Figure 1. Clock network drawn from the DEF (run 1).
(4 px per um)
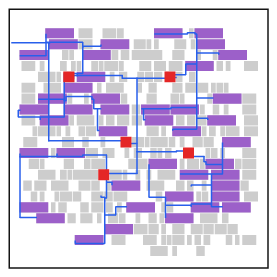
Figure 2. Cells colored by class (run 1).
(4 px per um)
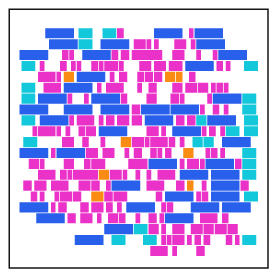
Figure 3. Register map, names as in the netlist (run 1).
(4 px per um) Other sequential cells in the stronger gray, the rest of the logic in the fainter gray.
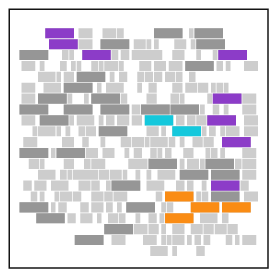
$ cat config.mk
export PLATFORM = sky130hd
export DESIGN_NAME = div_clk_monitor
export DESIGN_NICKNAME = d
export VERILOG_FILES = /design/src/rtl/div_clk_monitor.sv
export SDC_FILE = /design/constraint.sdc
export NUM_CORES = 1
export LEC_CHECK = 0
export CAP_MARGIN = 20
export CORE_MARGIN = 2
export CORE_UTILIZATION = 55
export CTS_CLUSTER_SIZE = 28
export DETAILED_ROUTE_END_ITERATION = 10
export PLACE_DENSITY = 0.77
export SLEW_MARGIN = 20
export SYNTH_ARGS = -nofsm -noshare
export SYNTH_HDL_FRONTEND = slang
export SYNTH_SLANG_ARGS = --single-unit
export TNS_END_PERCENT = 10
$ cat constraint.sdc
create_clock -name clk -period 2.1 [get_ports clk]
set_clock_uncertainty 0.05 [all_clocks]
set_input_delay 0.42 -clock clk [delete_from_list [all_inputs] [get_ports clk]]
set_output_delay 0.42 -clock clk [all_outputs]
set_load 0.02 [all_outputs]
$ cat src/rtl/div_clk_monitor.sv
// Divide-by-3 output monitor: period/high-time measurement, lock, timeout.
// Optional DIV_MON_DUTY_CHECK_EN adds the high-time check to the match.
module div_clk_monitor #(
  parameter int unsigned CW         = 8,
  parameter int unsigned EXP_PERIOD = 3,
  parameter int unsigned EXP_HIGH   = 2,
  parameter int unsigned LOCK_COUNT = 4
) (
  input  logic          clk,
  input  logic          reset,
  input  logic          div_in,
  output logic [CW-1:0] meas_period,
  output logic [CW-1:0] meas_high,
  output logic          meas_valid,
  output logic          mismatch,
  output logic          locked,
  output logic          timeout
);

  typedef enum logic [1:0] {
    IDLE,
    MEASURE,
    TRACK
  } state_t;

  localparam logic [CW-1:0] CMAX  = '1;
  localparam logic [CW-1:0] EXP_P = CW'(EXP_PERIOD);
  localparam logic [CW-1:0] EXP_H = CW'(EXP_HIGH);
  localparam logic [3:0]    LOCK_N = 4'(LOCK_COUNT);

`ifdef DIV_MON_DUTY_CHECK_EN
  localparam bit DUTY_EN = 1'b1;
`else
  localparam bit DUTY_EN = 1'b0;
`endif

  logic          s0;
  logic          s1;
  logic          rise;
  logic [CW-1:0] cnt;
  logic [CW-1:0] hcnt;
  logic [3:0]    match_cnt;
  logic [CW-1:0] period_nx;
  logic          match_nx;
  logic          capture;
  logic          expire;
  state_t        state;
  state_t        state_nx;

  assign rise = s0 & ~s1;

  assign period_nx = (cnt == CMAX) ? CMAX : cnt + CW'(1);

  assign match_nx = (period_nx == EXP_P) &
                    (~DUTY_EN | (hcnt == EXP_H));

  // Expire on the edge where cnt would reach all-ones, so a rise in
  // that same cycle still closes a valid (maximum-length) period.
  always_comb begin
    state_nx = state;
    capture  = 1'b0;
    expire   = 1'b0;
    unique case (state)
      IDLE: begin
        if (rise) state_nx = MEASURE;
      end
      MEASURE, TRACK: begin
        if (rise) begin
          capture  = 1'b1;
          state_nx = TRACK;
        end else if (cnt == CMAX - CW'(1)) begin
          expire   = 1'b1;
          state_nx = IDLE;
        end
      end
      default: state_nx = IDLE;
    endcase
  end

  always_ff @(posedge clk) begin
    if (reset) begin
      s0          <= 1'b0;
      s1          <= 1'b0;
      cnt         <= '0;
      hcnt        <= '0;
      match_cnt   <= '0;
      state       <= IDLE;
      meas_period <= '0;
      meas_high   <= '0;
      meas_valid  <= 1'b0;
      mismatch    <= 1'b0;
      locked      <= 1'b0;
      timeout     <= 1'b0;
    end else begin
      s0    <= div_in;
      s1    <= s0;
      state <= state_nx;

      if (rise) begin
        cnt  <= '0;
        hcnt <= CW'(1);
      end else begin
        if (cnt != CMAX) cnt <= cnt + CW'(1);
        if (s0 && hcnt != CMAX) hcnt <= hcnt + CW'(1);
      end

      meas_valid <= capture;
      mismatch   <= capture & ~match_nx;
      timeout    <= expire;

      if (capture) begin
        meas_period <= period_nx;
        meas_high   <= hcnt;
      end

      // Lock bookkeeping runs off the registered result pulse.
      if (expire) begin
        locked    <= 1'b0;
        match_cnt <= '0;
      end else if (meas_valid) begin
        if (mismatch) begin
          locked    <= 1'b0;
          match_cnt <= '0;
        end else begin
          if (match_cnt != LOCK_N) match_cnt <= match_cnt + 4'd1;
          locked <= ({1'b0, match_cnt} + 5'd1) >= {1'b0, LOCK_N};
        end
      end
    end
  end

endmodule

==> results.py, run 1 <==
# Flow results
metrics = {
    "grt": {
        "grt.overflow.total": 0,
        "grt_pass1_wl_mm": 6.47,
        "grtUsageMet2": 0.328,
        "busiest_layer": "met2",
        "grt_pass1_vias": 1463,
        "met1_usage": 0.247,
    },
    "logic_synthesis": {
        "ys_sh_simple": 0.258,
        "syn_avg_cell_area_um2": 8.85,
        "adder_share": 0.0375,
        "ys_chip_area_um2": 2000,
        "synthDistinctLibCells": 56,
        "async_flop_share": 0,
        "yosys_cells": 226,
        "synthAoiAreaFrac": 0.179,
        "yosysTopAreaCell": "dfxtp_1",
        "edf_count": 0,
        "mux_area_frac": 0.00500,
        "syn-cell-area_um2": 2000,
        "synthCells": 226,
        "netlist_logic_family_top": "simple AND/OR/NAND/NOR gates",
        "yosys_warnings": 0,
        "yosysSeqAreaShare": 0.440,
        "yosys-top-cells-count": "dfxtp_1, nand2_1, nor2_1, a21oi_1, inv_1",
        "synthesis.nets": 235,
        "yosysMostFrequentCell": "dfxtp_1",
        "xor_area_frac": 0.0350,
        "top_area_frac": 0.440,
    },
    "final_timing": {
        "setup_violations": 0,
        "hold_ws_ns": 0.413,
        "slew-limit-headroom": 0.694,
        "rsz0062_at_grt": "no",
        "worst_slew_pin_slew_ns": 0.458,
        "finalHoldViolCount": 0,
        "slew_viol_final": 0,
        "fin_crit_sh": 0.918,
        "timing.setup.tns_ns": 0,
        "fin_crit_ns": 1.93,
        "clock.fmax_mhz": 519,
    },
    "detailed_routing": {
        "wl_per_cell_um": 12.9,
        "top_layer": "met4",
        "first_pass_iters": 4,
        "routed_wl_mm": 3.78,
        "viasPerCell": 5.47,
        "dr.first_iter.drc_count": 53,
        "via_count": 1609,
    },
    "power_and_ir_drop": {
        "power.switching_mw": 0.347,
        "p_comb_frac": 0.077,
        "power_leader": "sequential cells",
        "max-vdd-ir-drop_v": 0.000365,
        "p_int_mw": 1.02,
        "p_leak_nw": 0.807,
        "power_density_nw_per_um2": 596,
        "p_comb_mw": 0.106,
        "total_power_mw": 1.37,
    },
    "cts": {
        "cts_root_buf": "clkbuf_4",
        "clk_pin_slew_worst_paths_ns": 0.12,
        "postCtsHoldBufs": 0,
        "clockBufferDepth": 2,
        "clock_sinks": 44,
        "cts-resized-gates": 0,
        "cts_setup_buffers": 0,
    },
    "cells_and_area": {
        "areaGrowthSynthToFinish_pct": 15.0,
        "n_fill_cell": 302,
        "area_dominant_class": "logic gates",
        "drive_above_1_share": 0.113,
        "antenna_cells": 0,
        "comb_area_frac": 0.448,
        "layoutNonFillerInstCount": 294,
        "seq_cell_count": 44,
        "final_cell_mix": "dfxtp_1, nor2_1, nand2_1, a21oi_1, clkdlybuf4s50_1",
        "lay_top_count": "dfxtp_1",
        "buffers": 25,
        "logic_area_um2": 1030,
        "finalNetCount": 256,
        "multi_input_comb_cells": 162,
        "n_all_inverters": 9,
        "clkCellAreaFrac": 0.0245,
    },
    "die": {
        "well_tap_count": 46,
        "die_h_um": 64.3,
        "die_x_um": 64.3,
        "die_area_um2": 4140,
        "ios": 23,
        "rows": 21,
    },
    "placed_design": {
        "gp_congestion": 0.827,
        "placedCellCount": 286,
        "dpl_cell_area_um2": 2240,
        "place_ws_ns": 0.384,
        "dp_hpwl_mm": 2.68,
    },
    "run": {
        "cap_viol_max_count": 0,
        "warning_count": 28,
    },
    "hold_path": {
        "whs_path_depth": 2,
        "hp-start": "meas_high[5]",
        "min_path_type": "reg -> reg",
        "hold_path_end": "meas_high[5]",
    },
    "critical_path": {
        "critical_path.top_delay_family": "buffers and inverters",
        "cp.required_ns": 1.63,
        "critPathArrivalTime_ns": 1.46,
        "worstSetupEndpointType": "primary output",
        "reg2reg_depth": 5,
        "crit_slowest_cell": "clkdlybuf4s50_1",
        "crit_chain": "clkdlybuf4s50_1",
        "rr_endpoint": "meas_period[6]",
        "crit_buf_inv": 1,
        "critPathMaxStageDelay_ns": 0.64,
        "crit_type": "reg -> out",
        "crit_path_end": "meas_valid",
        "path_depth": 1,
        "cp-start-kind": "flop",
        "critPathLaunch": "meas_valid",
        "r2r-start": "cnt[0]",
        "regToRegSetupSlack_ns": 0.45,
    },
    "status": {
        "status": "finished clean",
    },
}
## Picture notes: Figure 1
legend:
  purple:
    item: flip-flops
    count: 44
  red:
    item: cells driving clock nets
    count: 5
  blue:
    item: clock wires
    length: 458 um
flops lie: spread over the die
clock network power: 0.400 mW
clk_lat worst skew: 0.35 ns
clock power share: 0.292

## Picture notes: Figure 2
legend:
  orange:
    class: clock drivers and dummy loads
    cells: 8
    share_of_their_area: 2.5%
  blue:
    class: flip-flops
    cells: 44
    share_of_their_area: 39%
  cyan:
    class: other buffers and delay cells
    cells: 25
    share_of_their_area: 11%
  magenta:
    class: all other logic
    cells: 171
    share_of_their_area: 47%
fin area: 2300 um^2
core area: 3420 um^2
sequential cell area share: 0.383
final core utilization: 0.674

## Picture notes: Figure 3
legend:
  cyan:
    netlist_name: state
    sequential_cells: 2
  orange:
    netlist_name: match_cnt
    sequential_cells: 4
  purple:
    netlist_name: meas_high
    sequential_cells: 8
not colored: 30
FF/Latch Area: 881 um^2
P_seq: 0.866 mW

==> run 2, diff against run 1 <==
- CORE_MARGIN: 2 -> 1.5
- CTS_BUF_LIST: default -> sky130_fd_sc_hd__clkbuf_4 sky130_fd_sc_hd__clkbuf_8 sky130_fd_sc_hd__clkbuf_16
- clock period: 2.1 -> 2.2 ns (I/O delays scaled with it)
==> results.py, run 2 <==
# Flow results
metrics = {
    "critical_path": {
        "r2r-start": "cnt[0]",
        "crit_chain": "clkdlybuf4s50_1",
        "regToRegSetupSlack_ns": 0.57,
        "cp-start-kind": "flop",
        "critPathMaxStageDelay_ns": 0.64,
        "crit_buf_inv": 1,
        "crit_slowest_cell": "clkdlybuf4s50_1",
        "critical_path.top_delay_family": "buffers and inverters",
        "path_depth": 1,
        "rr_endpoint": "cnt[6]",
        "reg2reg_depth": 4,
        "critPathArrivalTime_ns": 1.46,
        "critPathLaunch": "meas_valid",
        "crit_path_end": "meas_valid",
        "cp.required_ns": 1.71,
    },
    "cells_and_area": {
        "layoutNonFillerInstCount": 293,
        "antenna_cells": 0,
        "n_all_inverters": 9,
        "drive_above_1_share": 0.109,
        "lay_top_count": "dfxtp_1",
        "final_cell_mix": "dfxtp_1, nor2_1, nand2_1, a21oi_1, clkdlybuf4s50_1",
        "comb_area_frac": 0.440,
        "buffers": 25,
        "areaGrowthSynthToFinish_pct": 17.1,
        "area_dominant_class": "logic gates",
        "seq_area_um2": 881,
        "logic_area_um2": 1030,
        "seq_cell_count": 44,
        "n_fill_cell": 299,
        "clkCellAreaFrac": 0.0417,
    },
    "grt": {
        "busiest_layer": "met2",
        "met1_usage": 0.250,
        "grtUsageMet2": 0.338,
        "grt_usage": 0.204,
        "grt_pass1_vias": 1478,
        "grt_pass1_wl_mm": 6.50,
    },
    "final_timing": {
        "fin_crit_ns": 1.95,
        "slew-limit-headroom": 0.681,
        "slew_viol_final": 0,
        "hold_ws_ns": 0.412,
        "fin_crit_sh": 0.885,
        "clock.fmax_mhz": 514,
        "timing.setup.tns_ns": 0,
        "finalHoldViolCount": 0,
    },
    "cts": {
        "cts_setup_buffers": 0,
        "clockBufferDepth": 2,
        "postCtsHoldBufs": 0,
        "clock_sinks": 44,
        "cts_root_buf": "clkbuf_4",
        "cts-resized-gates": 0,
    },
    "logic_synthesis": {
        "syn_avg_cell_area_um2": 8.85,
        "synthAoiAreaFrac": 0.179,
        "syn-cell-area_um2": 2000,
        "mux_area_frac": 0.00500,
        "yosys_cells": 226,
        "netlist_logic_family_top": "simple AND/OR/NAND/NOR gates",
        "yosysSeqAreaShare": 0.440,
        "synthDistinctLibCells": 56,
        "adder_share": 0.0375,
        "xor_area_frac": 0.0350,
        "yosysTopAreaCell": "dfxtp_1",
        "yosys-top-cells-count": "dfxtp_1, nand2_1, nor2_1, a21oi_1, inv_1",
        "ys_sh_simple": 0.258,
        "yosys_warnings": 0,
        "synthesis.nets": 235,
        "ys_chip_area_um2": 2000,
        "synthCells": 226,
        "async_flop_share": 0,
    },
    "die": {
        "well_tap_count": 46,
        "ios": 23,
        "die_x_um": 63.3,
        "die_h_um": 63.3,
        "die_area_um2": 4010,
    },
    "placed_design": {
        "gp_congestion": 0.891,
        "dp_hpwl_mm": 2.67,
        "place_ws_ns": 0.553,
        "placedCellCount": 286,
        "dpl_cell_area_um2": 2240,
    },
    "hold_path": {
        "hp-start": "meas_high[1]",
        "hold_path_end": "meas_high[1]",
        "whs_path_depth": 2,
        "min_path_type": "reg -> reg",
    },
    "power_and_ir_drop": {
        "p_comb_mw": 0.0987,
        "p_leak_nw": 0.824,
        "total_power_mw": 1.52,
        "power_density_nw_per_um2": 649,
        "clkPwrFrac": 0.392,
        "max-vdd-ir-drop_v": 0.000345,
        "pg_seq_mw": 0.826,
        "power.switching_mw": 0.318,
        "power_leader": "sequential cells",
    },
    "run": {
        "cap_viol_max_count": 0,
        "warning_count": 28,
    },
    "detailed_routing": {
        "dr.first_iter.drc_count": 62,
        "routed_wl_mm": 3.70,
        "top_layer": "met4",
        "wl_per_cell_um": 12.6,
        "first_pass_iters": 4,
    },
    "status": {
        "status": "finished clean",
    },
}
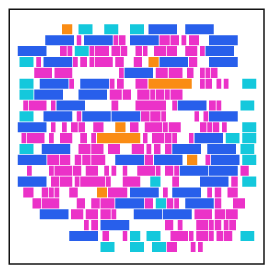
Figure 4: run 2, cells colored by class.
(4 px per um)
legend:
  magenta:
    class: all other logic
    cells: 171
    share_of_their_area: 47%
  cyan:
    class: other buffers and delay cells
    cells: 25
    share_of_their_area: 11%
  orange:
    class: clock drivers and dummy loads
    cells: 7
    share_of_their_area: 4.3%
  blue:
    class: flip-flops
    cells: 44
    share_of_their_area: 39%
final core utilization: 0.686
Row Count: 21
sequential cell area share: 0.376
fin area: 2340 um^2

No activity file was given, so power comes from the tool's default toggle rates.
